Design mem_stream_src, sky130hd; sources not shown.
### The metal 2 layer, run 1

Bar = 20 um.
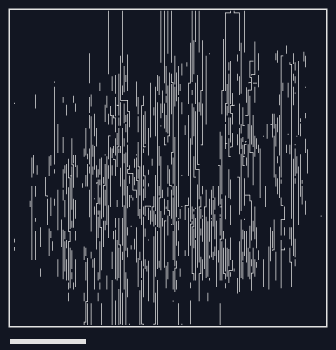
The wires run mostly vertical. The longest straight run is 40.6 um. 354 nets have wire on it.
vias: 2418
met2 track utilization from global routing: 35.1%
final routed wirelength across all metal layers: 6640 um

### Floorplan with the power grid, run 1

Pins as bars on the die edge. Tap cells in grey.
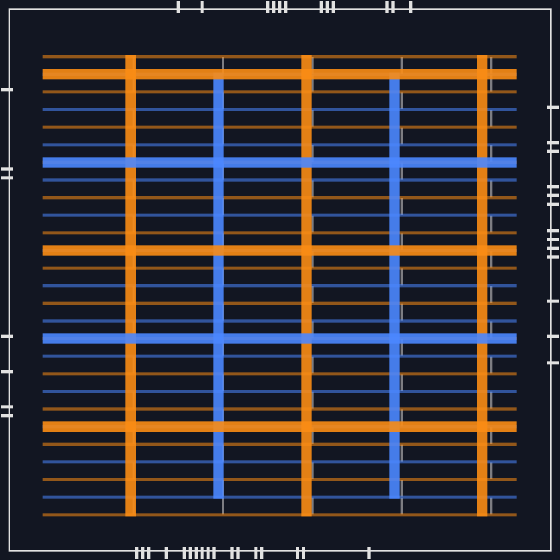
Key: VSS = orange; VDD = blue
27 met1 rails follow the rows. 70 tap cells.
Std-Cell Core Area: 5170 um2
die width: 83.4 um
Worst IR Drop VDD: 0.000287 V

### Placement view, run 1

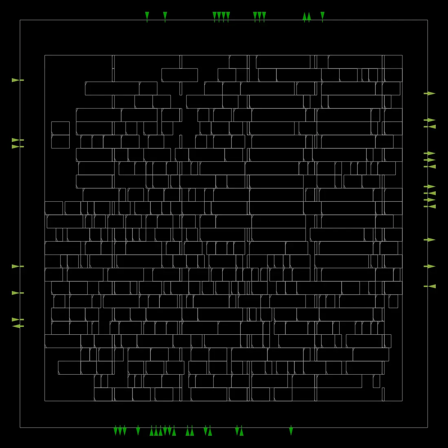
Filler Cell Count: 317
fraction of area in registers: 38.3%
placement row count: 26
non-filler cells in the finished layout: 433

==> flow_summary.yaml, run 1 <==
# physical design summary
grt:
  met3_usage_pct: 6.14
  antenna_found_initial: 0
  grt_util_met1_pct: 22.3
  grt_busiest_layer: "met2"
  first_global_vias: 2365
  grt_max_degree: 13
  grt-ovfl-total: 0
  wire_length_of_the_first_global_routing_pass_um: 11200
  global_router_s_overall_resource_usage_pct: 20.3
clocking:
  cts-resized-gates: 0
  cts.htree.levels: 3
  tritoncts.num_buffers: 9
  cts_buffer_depth: 2
  post-cts-setup-buffers: 0
  clock_transition_time_at_the_flip_flop_clock_pins_of_the_worst_setup_and_hold_paths_ns: 0.05
  clockRootBuffer: "sky130_fd_sc_hd__clkbuf_16"
  tritoncts: "yes"
  tritoncts_num_sinks: 63
  clock_insertion_delay_worst_skew_ns: 0.33
  hold_buffers: 0
placed_design:
  post-place-cells: 417
  hpwl_um: 4640
  place_congestion: 0.898
  place_area_um2: 3700
  numPortBuffers: 48
  dp_slack_ns: 1.74
timing:
  timing.slew.headroom_pct: 43.3
  worstMarginPinSlew_ns: 0.847
  count_of_pins_over_their_slew_limit: 0
  unrepaired_setup_endpoints_after_global_routing: "no"
  setup_slack_ns: 1.47
  setup_tns_final_ns: 0
  achievable-frequency_ghz: 0.311
  post-route-min-period_ns: 3.21
  finalClockSkew_ns: 0.00429
  hold_ws_ns: 0.444
  final_setup_violation_count: 0
  timing_hold_violations_final: 0
  period_used_pct: 68.7
cells_and_area:
  final_core_utilization_pct: 77.4
  clkbuf_count: 9
  clock_area_share_pct: 7.44
  inverters: 15
  post_route_cells_drive_above_1_share_pct: 7.99
  lay_top_count: "sky130_fd_sc_hd__nor2_1"
  comb_total_area_pct: 37.9
  nonClkBufAreaFrac_pct: 12.8
  antennaDiodeCount: 0
  synthToLayoutAreaGrowth_pct: 28.2
  final_layout_top_logic_cells: "sky130_fd_sc_hd__nor2_1, sky130_fd_sc_hd__clkdlybuf4s50_1, sky130_fd_sc_hd__dfxtp_1"
  final-seq-area_um2: 1530
  seq_cell_count: 63
  n_all_buffers: 56
  layout.area.comb_um2: 1520
  nNetsFinal: 403
  largest_register_ffs: 27
  final_non_filler_cell_area_um2: 4000
  largest_area_class_layout: "registers"
  comb_cells: 213
detailed_routing:
  routedWlPerCell_um: 15.3
  highest-signal-layer: "met4"
  drc: 0
  number_of_routed_nets_with_antenna_violations: 0
  met3RoutedLength_um: 398
  firstDrtPassIters: 5
  first_iter_violations: 131
  detailroute.wirelength.met2_um: 3430
  detail_route.vias_per_cell: 5.58
  wl_met1_um: 2580
run:
  log.warning_count: 28
  cap_violations: 0
power_and_ir_drop:
  finalPower_uw: 1660
  total_leakage_power_uw: 0.00157
  power.group.top: "the clock network"
  pg_comb_uw: 373
  power.switching_uw: 465
  p_seq_share_pct: 38.5
  power_frac_clock_pct: 39.0
  internal_power_uw: 1200
  clockNetworkPower_uw: 649
  power_in_sequential_cells_uw: 641
  switching_share_pct: 27.9
  p_per_area_nw_per_um2: 415
  power.combinational.fraction_pct: 22.4
setup_path:
  cp_max_fo: 7
  crit_chain: "ha_1, fa_1, a21o_1, a21oi_1, o21bai_1, a21oi_1, xnor2_1, nor2_1, clkdlybuf4s50_1"
  start_kind: "flip-flop"
  cp_num_cells: 9
  endpoint_kind: "primary output"
  worst-r2r-setup-slack_ns: 1.77
  crit_family: "adder cells"
  worstPathArrival_ns: 2.75
  slowest_stage_cell_cp: "sky130_fd_sc_hd__clkdlybuf4s50_1"
  crit_buf_inv: 1
  timing.reg2reg.worst_path_depth: 8
  criticalPathCategory: "flip-flop to primary output"
  cp_slowest_stage_delay_ns: 0.54
  most_repeated_library_cell_on_the_critical_path: "sky130_fd_sc_hd__a21oi_1"
  cp.required_ns: 4.21
floorplan:
  fp_util_pct: 60.4
  fp.dieArea_um2: 6950
  ioPinCount: 49
  floorplan.tapcells: 70
synth:
  top_logic_kind: "simple AND/OR/NAND/NOR gates"
  ys_seq_elements: 63
  synth-cells-yosys: 299
  synth_simple_gate_area_share_pct: 17.9
  synth-edff-count: 27
  share_of_yosys_cell_area_claimed_by_the_top_area_cell_type_pct: 26.0
  net_count_after_synthesis: 344
  synth-compound-area-share_pct: 8.38
  top_area_cell: "sky130_fd_sc_hd__edfxtp_1"
  yosysWarningCount: 0
  synth_dominant_cell_count: "sky130_fd_sc_hd__nor2_1"
  post_synthesis_cell_area_um2: 3120
  yosys-top-cells-area: "sky130_fd_sc_hd__edfxtp_1, sky130_fd_sc_hd__dfxtp_1, sky130_fd_sc_hd__mux2i_1"
  synthesized_instance_count: 299
  yosys.area_share.xor_xnor_pct: 6.45
  proportion_of_synthesized_area_in_mux_cells_pct: 8.70
  synth.cells.most_frequent: "sky130_fd_sc_hd__nor2_1, sky130_fd_sc_hd__dfxtp_1, sky130_fd_sc_hd__edfxtp_1"
  asyncSetResetFlopFracSynth_pct: 0
  post_synth_fa_ha_maj_area_fraction_pct: 6.65
  ys_types: 42
  ys.flop_type: "sky130_fd_sc_hd__dfxtp_1"
  ys_seq_share_pct: 49.1
  avgSynthCellArea_um2: 10.4
  synth-area-yosys_um2: 3120
min_path:
  hp-class: "flip-flop to flip-flop"
  whs_path_depth: 0
outcome:
  run_status: "completed"
## Run 2: what changed since run 1
--- a/config.mk
+++ b/config.mk
@@ -6,11 +6,11 @@
 export NUM_CORES = 1
 export LEC_CHECK = 0
 export CORE_MARGIN = 5
-export CORE_UTILIZATION = 58
+export CORE_UTILIZATION = 54
 export CTS_BUF_LIST = sky130_fd_sc_hd__clkbuf_16
 export DETAILED_ROUTE_END_ITERATION = 8
 export GPL_TIMING_DRIVEN = 0
-export PLACE_DENSITY = 0.91
+export PLACE_DENSITY = 0.86
 export RECOVER_POWER = 25
 export SLEW_MARGIN = 25
 export SYNTH_ARGS = -nofsm -noshare
==> constraint.sdc (replaced) <==
create_clock -name clk -period 3.04 [get_ports clk]
set_input_delay 0.304 -clock clk [delete_from_list [all_inputs] [get_ports clk]]
set_output_delay 0.304 -clock clk [all_outputs]
set_load 0.01 [all_outputs]
### Floorplan with the power grid, run 2

Pins as bars on the die edge. Tap cells in grey.
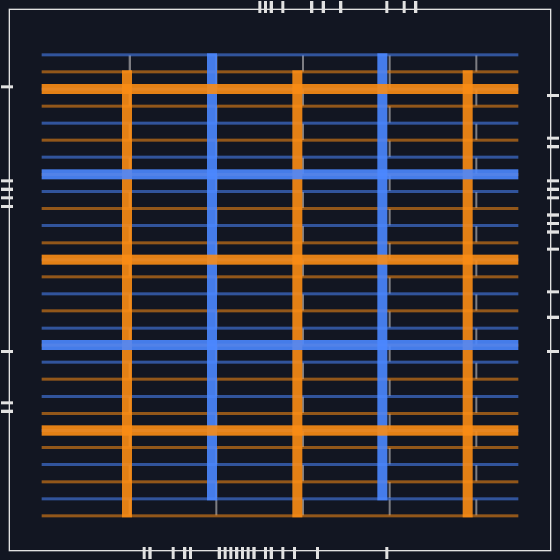
Key: VSS = orange; VDD = blue
5 straps on met4. The core has 27 rows. 28 met1 rails follow the rows.
Vert. Die Dim: 86.0 um
Std-Cell Core Area: 5570 um2
Worst IR Drop VDD: 0.000570 V
die width: 86.0 um

### Placement view, run 2

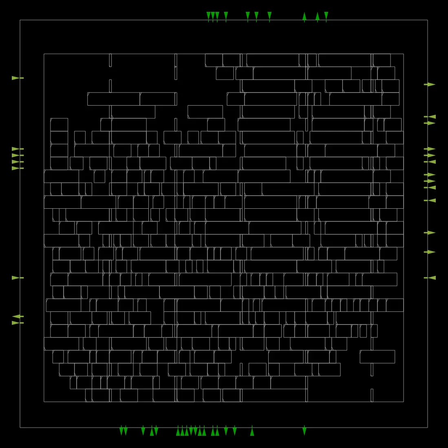
non-filler cells in the finished layout: 435
placement row count: 27
final sequential cell count: 63
Well-Tap Cells: 72

### Placement by cell class, run 2

Bar = 20 um. Fill, decap, tap and diode cells in grey.
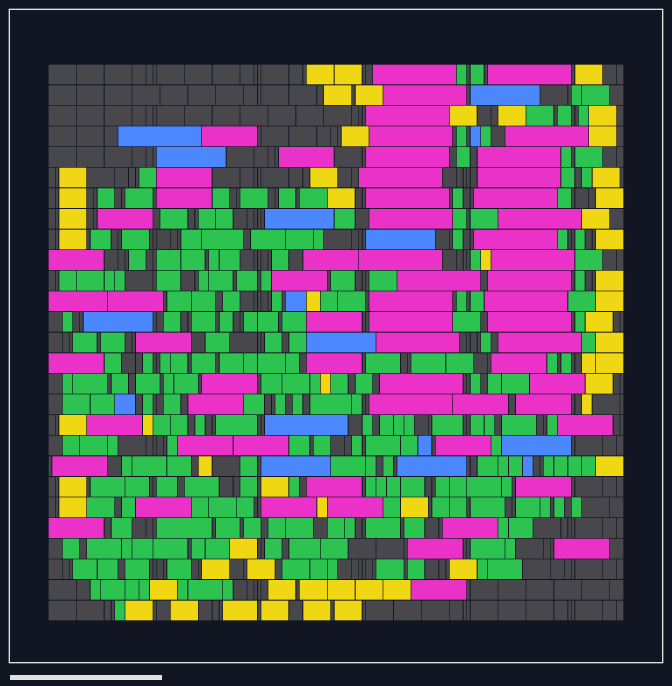
Key: other buffers and delay cells = yellow [cells 56]; clock drivers and dummy loads = blue [cells 16]; flops = magenta [cells 63]; combinational and other logic = green [cells 228]
Core Util, Final: 72.3%
final non-filler cell area: 4030 um2

==> run 2 against run 1 <==
Compared with the run above:
- count of clock-buffer cells in the layout unchanged
- total power increased by 57%
- worst setup slack got worse by 1.2 ns
- largest cell class unchanged
- critical endpoint is now mem_addr[5]
==> flow_summary.yaml, run 2 <==
# physical design summary
cells_and_area:
  synthToLayoutAreaGrowth_pct: 29.2
  comb_total_area_pct: 37.8
  antennaDiodeCount: 0
  filler_cell_count: 404
  nNetsFinal: 403
  largest_area_class_layout: "registers"
  layout.area.comb_um2: 1520
  comb_cells: 213
  inverters: 15
  clock_area_share_pct: 7.76
  post_route_cells_drive_above_1_share_pct: 8.26
  lay_top_count: "sky130_fd_sc_hd__nor2_1"
  largest_register_ffs: 27
  nonClkBufAreaFrac_pct: 12.8
  n_all_buffers: 56
  clkbuf_count: 9
power_and_ir_drop:
  p_per_area_nw_per_um2: 648
  p_seq_share_pct: 37.8
  power_frac_clock_pct: 40.2
  finalPower_uw: 2610
  pg_comb_uw: 574
  switching_share_pct: 26.5
  power.group.top: "the clock network"
  power.combinational.fraction_pct: 22.0
  total_leakage_power_uw: 0.00159
  power_in_sequential_cells_uw: 989
  power.switching_uw: 692
placed_design:
  dp_slack_ns: 0.187
  place_congestion: 0.848
  post-place-cells: 419
  hpwl_um: 4780
timing:
  timing_hold_violations_final: 0
  worstMarginPinSlew_ns: 0.812
  post-route-min-period_ns: 2.79
  count_of_pins_over_their_slew_limit: 0
  final_setup_violation_count: 0
  setup_slack_ns: 0.245
  achievable-frequency_ghz: 0.358
  unrepaired_setup_endpoints_after_global_routing: "no"
  setup_tns_final_ns: 0
  period_used_pct: 91.9
  timing.slew.headroom_pct: 45.7
grt:
  global_router_s_overall_resource_usage_pct: 19.1
  gr-usage-met2_pct: 33.8
  wire_length_of_the_first_global_routing_pass_um: 10800
  grt_max_degree: 12
  grt_busiest_layer: "met2"
  met3_usage_pct: 6.92
  first_global_vias: 2353
setup_path:
  timing.reg2reg.worst_path_depth: 8
  crit_chain: "ha_1, a21o_1, a21oi_1, o21bai_1, a21oi_1, xor2_1, nor2_1, clkdlybuf4s50_1"
  cp_max_fo: 8
  cp_slowest_stage_delay_ns: 0.54
  crit_buf_inv: 1
  worstPathArrival_ns: 2.49
  endpoint_kind: "primary output"
  crit_family: "AND-OR/OR-AND gates"
  most_repeated_library_cell_on_the_critical_path: "sky130_fd_sc_hd__a21oi_1"
  cp.required_ns: 2.74
  slowest_stage_cell_cp: "sky130_fd_sc_hd__clkdlybuf4s50_1"
  start_kind: "flip-flop"
  cp_num_cells: 8
  worst-r2r-setup-slack_ns: 0.38
  criticalPathCategory: "flip-flop to primary output"
clocking:
  cts-resized-gates: 1
  clock_insertion_delay_worst_skew_ns: 0.33
  tritoncts: "yes"
  clock_transition_time_at_the_flip_flop_clock_pins_of_the_worst_setup_and_hold_paths_ns: 0.05
  tritoncts_num_sinks: 63
  post-cts-setup-buffers: 0
  clockRootBuffer: "sky130_fd_sc_hd__clkbuf_16"
  cts_buffer_depth: 2
  hold_buffers: 0
  tritoncts.num_buffers: 9
detailed_routing:
  number_of_routed_nets_with_antenna_violations: 0
  firstDrtPassIters: 4
  routedWlPerCell_um: 15.2
  postRouteWirelength_um: 6630
  vias: 2350
  drc: 0
  detailroute.wirelength.met2_um: 3460
  wl_met1_um: 2780
  first_iter_violations: 107
synth:
  synth_simple_gate_area_share_pct: 17.9
  asyncSetResetFlopFracSynth_pct: 0
  synthesized_instance_count: 299
  ys_types: 42
  synth.cells.most_frequent: "sky130_fd_sc_hd__nor2_1, sky130_fd_sc_hd__dfxtp_1, sky130_fd_sc_hd__edfxtp_1"
  post_synth_fa_ha_maj_area_fraction_pct: 6.65
  synth-compound-area-share_pct: 8.38
  share_of_yosys_cell_area_claimed_by_the_top_area_cell_type_pct: 26.0
  ys_seq_elements: 63
  synth-cells-yosys: 299
  ys.flop_type: "sky130_fd_sc_hd__dfxtp_1"
  yosys.area_share.xor_xnor_pct: 6.45
  avgSynthCellArea_um2: 10.4
  yosys-top-cells-area: "sky130_fd_sc_hd__edfxtp_1, sky130_fd_sc_hd__dfxtp_1, sky130_fd_sc_hd__mux2i_1"
  post_synthesis_cell_area_um2: 3120
  yosysWarningCount: 0
  net_count_after_synthesis: 344
  synth-edff-count: 27
  ys_seq_share_pct: 49.1
  proportion_of_synthesized_area_in_mux_cells_pct: 8.70
  top_logic_kind: "simple AND/OR/NAND/NOR gates"
floorplan:
  ioPinCount: 49
  fp.dieArea_um2: 7400
  fp_util_pct: 56.0
outcome:
  run_status: "completed"
min_path:
  whs_path_depth: 0
  hp-class: "flip-flop to flip-flop"
Power and IR drop assume default switching activity.
